==> config.mk <==
export PLATFORM = sky130hd
export DESIGN_NAME = countdown_timer
export DESIGN_NICKNAME = d
export VERILOG_FILES = /design/src/rtl/timer_pkg.sv /design/src/rtl/prescaler.sv /design/src/rtl/countdown_timer.sv
export SDC_FILE = /design/constraint.sdc
export NUM_CORES = 1
export LEC_CHECK = 0
export CORE_MARGIN = 2
export CORE_UTILIZATION = 55
export CTS_CLUSTER_DIAMETER = 60
export DETAILED_ROUTE_END_ITERATION = 8
export PLACE_DENSITY = 0.79
export SLEW_MARGIN = 20
export SYNTH_ARGS = -nofsm -noshare
export SYNTH_HDL_FRONTEND = slang
export SYNTH_HIERARCHICAL = 1
export SYNTH_SLANG_ARGS = --single-unit
==> constraint.sdc <==
create_clock -name CLK -period 2.55 [get_ports CLK]
set_input_delay 0.3825 -clock CLK [delete_from_list [all_inputs] [get_ports CLK]]
set_output_delay 0.3825 -clock CLK [all_outputs]
set_load 0.1 [all_outputs]
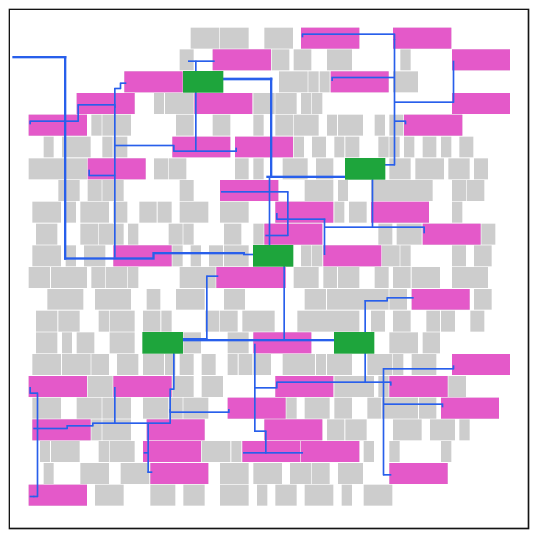
Figure 1: clock wires, drivers and flops.
Drawn at 8 px/um.
Magenta stands for flip-flops, count 40. Green stands for clock-net drivers, count 5. Blue stands for clock wires, length 477 um.
Position of the flops: all over the die.
final clock skew: 0.00598 ns
Clock power frac: 0.331

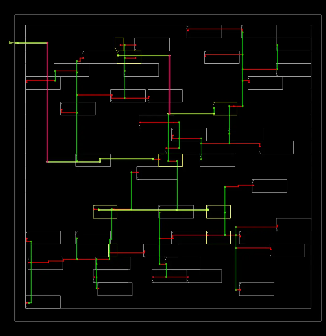
Figure 2: clock routing.
clk pwr: 430 uW
number of buffers inserted during clock tree synthesis: 5
clock latency reported for the late side of the worst-skew pair: 0.29 ns

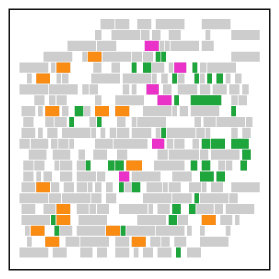
Figure 3: gate families picked out.
Drawn at 4 px/um.
Green stands for nand cells, cells 38. Orange stands for mux cells, cells 15. Magenta stands for non-inverting ao/oa cells, cells 6.
most frequent logic cell in the layout: sky130_fd_sc_hd__dfxtp_1
non-filler cells, final: 304
multi-input combinational area share: 0.491

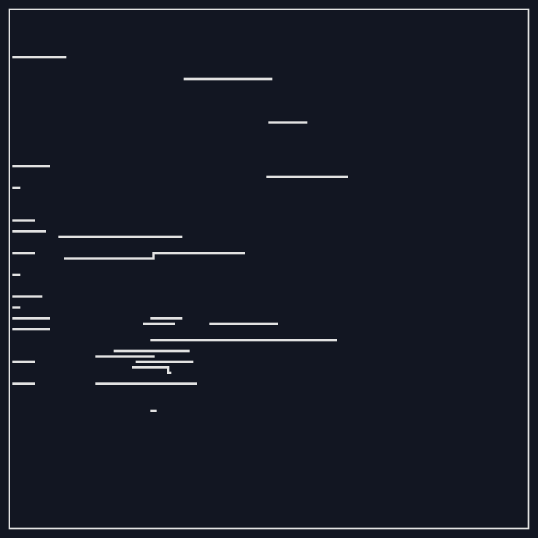
Figure 4: signal wires on met3.
Drawn at 8 px/um.
The layer holds 4.2% of the routed length. The layer carries 182 um of wire. The longest straight run is 23.0 um. 23 nets have wire on it.
met3 Use GR: 0.0521
total wire length: 4370 um
vias after detailed routing: 1,767

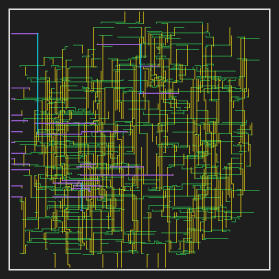
Figure 5: wiring by layer.
Drawn at 4 px/um.
Cyan stands for M4, wire length 44.2 um. Yellow stands for M2, wire length 2,240 um. Green stands for M1, wire length 1,910 um. Purple stands for M3, wire length 182 um.
post-detailed-route wirelength per cell: 14.4 um
all-layer global routing usage: 0.231

==> impl_results.rst <==
Run summary
-----------

.. list-table::
   :header-rows: 1

   * - Metric
     - Value
   * - Maximum clock frequency
     - 0.440 GHz
   * - Number of levels in the clock H-tree
     - 2
   * - Max-slew violation count
     - 0
   * - Total Neg Setup Slack
     - 0 ns
   * - Final design instance area without fill
     - 2400 um^2
   * - Min-Delay Path Class
     - reg2reg
   * - Count of hold buffers inserted by post-cts repair
     - 0
   * - Number of distinct library cell variants in the gate-level netlist after synthesis
     - 47
   * - Part of the total power dissipated in sequential elements
     - 0.508
   * - Flop-to-flop setup slack
     - 0.54 ns
   * - Cell Area, Synth
     - 2030 um^2
   * - Number of routed nets with antenna violations
     - 0
   * - Area Overhead vs Synth
     - 18.6%
   * - Slowest stage cell, crit path
     - sky130_fd_sc_hd__clkdlybuf4s50_1
   * - Yosys Instances
     - 229
   * - Critical path data arrival time
     - 1.89 ns
   * - Worst hold stages
     - 2
   * - Number of cells produced by synthesis
     - 229
   * - Kind of launch point of the worst setup path
     - primary input
   * - CP Cell Sequence
     - clkdlybuf4s50_1 -> and2_1 -> nand4_1 -> nor4_4 -> and3_4 -> buf_12
   * - Worst path bufs/invs
     - 2
   * - Final total power
     - 1300 uW
   * - Lkg Pwr
     - 0.000972 uW
   * - Average vias per placed instance
     - 5.81
   * - Required time worst endpoint
     - 2.17 ns
   * - Switching share of total power
     - 0.283
   * - Minimum setup slack in the final design
     - 0.277 ns
   * - Total Nets Final
     - 271
   * - Largest register FFs
     - 22
   * - Post-synth top area share
     - 0.395
   * - Total nets after synthesis
     - 245
   * - Most area-hungry cell class in the final design
     - logic gates
   * - Clock buffer count
     - 6
   * - Most frequent cells in the layout
     - sky130_fd_sc_hd__dfxtp_1, sky130_fd_sc_hd__nor2_1, sky130_fd_sc_hd__nand2_1
   * - Final Wtd Congestion
     - 0.880
   * - Run status
     - completed
   * - Largest net degree at the start of global routing
     - 25
   * - Total die size
     - 4190 um^2
   * - Effective utilization at floorplan
     - 0.562
   * - Flop Count
     - 40
   * - Combinational share of power
     - 0.161
   * - DRC violation total after the first TritonRoute iteration
     - 106
   * - Headroom to the max-slew limit
     - 0.641
   * - Area leader, netlist
     - sky130_fd_sc_hd__dfxtp_1
   * - Internal cell power
     - 931 uW
   * - TritonCTS clock tree
     - built
   * - Number of ordinary and repair buffers in the finished layout
     - 28
   * - Fraction of layout instances using a drive strength above 1
     - 0.160
   * - Critical path depth in cells
     - 6
   * - Final setup violation count
     - 0
   * - Combinational cell power
     - 209 uW
   * - Maximum vdd drop
     - 0.000350 V
   * - Number of enable flip-flop cells
     - 0
   * - Main flop type
     - sky130_fd_sc_hd__dfxtp_1
   * - Total of flip-flops plus latches after synthesis
     - 40
   * - Family of cells with the greatest summed delay on the critical path
     - simple AND/OR/NAND/NOR gates
   * - Fin Hold WS
     - 0.491 ns
   * - Net switching power
     - 368 uW
   * - Worst Path Max Fanout
     - 8
   * - CTS-repair resized insts
     - 0
   * - PortBufs
     - 23
   * - Area used by multi-input combinational logic
     - 1180 um^2
   * - Fraction of synthesis flops using an asynchronous set or reset pin
     - 0
   * - Maximum clock path buffer count
     - 2
   * - Area reported by Yosys stat
     - 2030 um^2
   * - Vias in the first global route
     - 1,662
   * - Number of non-clock inverters in the layout
     - 4
   * - Initial antenna violation count
     - 0
   * - Overflow left after global routing
     - 0
   * - Count of fill cells added during filler insertion
     - 324
   * - Core Box Area
     - 3610 um^2
   * - Root Buffer
     - sky130_fd_sc_hd__clkbuf_8
   * - Clock slew seen by the registers of the worst setup and hold paths
     - 0.08 ns
   * - Register area share after synthesis
     - 0.395
   * - Final clock period utilization by the worst path
     - 0.891
   * - Top cells by count, synth
     - sky130_fd_sc_hd__dfxtp_1, sky130_fd_sc_hd__nor2_1, sky130_fd_sc_hd__nand2_1, sky130_fd_sc_hd__a21oi_1, sky130_fd_sc_hd__mux2i_1
   * - RSZ-0062 raised after global routing
     - no
   * - # rows
     - 22
   * - Post-placement cell area
     - 2310 um^2
==> cell families after synthesis <==
| family | share of synthesized area |
|---|---|
| buffers and inverters | 0.0259 |
| DFF | 0.395 |
| AOI/OAI and AO/OA | 0.140 |
| muxes | 0.0746 |
| xor gates and xnor gates | 0.0518 |
| and+or+nand+nor | 0.294 |
| adders and majority gates | 0.0185 |
==> metrics by stage <==
step,utilization,instances
final,0.667,304
after global routing,0.667,304
after CTS,0.667,304
after detailed placement,0.641,296
after global placement,0.641,296
after floorplan,-,229
==> layer usage <==
| metal | track usage | wire [um] | up-vias |
|---|---|---|---|
| met3 | 0.0521 | 182 | 6 |
| met4 | 0.0771 | 44 | 0 |
| met1 | 0.275 | 1910 | 830 |
| met5 | 0 | 0 | - |
| met2 | 0.409 | 2240 | 43 |
| li1 | - | - | 888 |
No activity file was given, so power comes from the tool's default toggle rates.
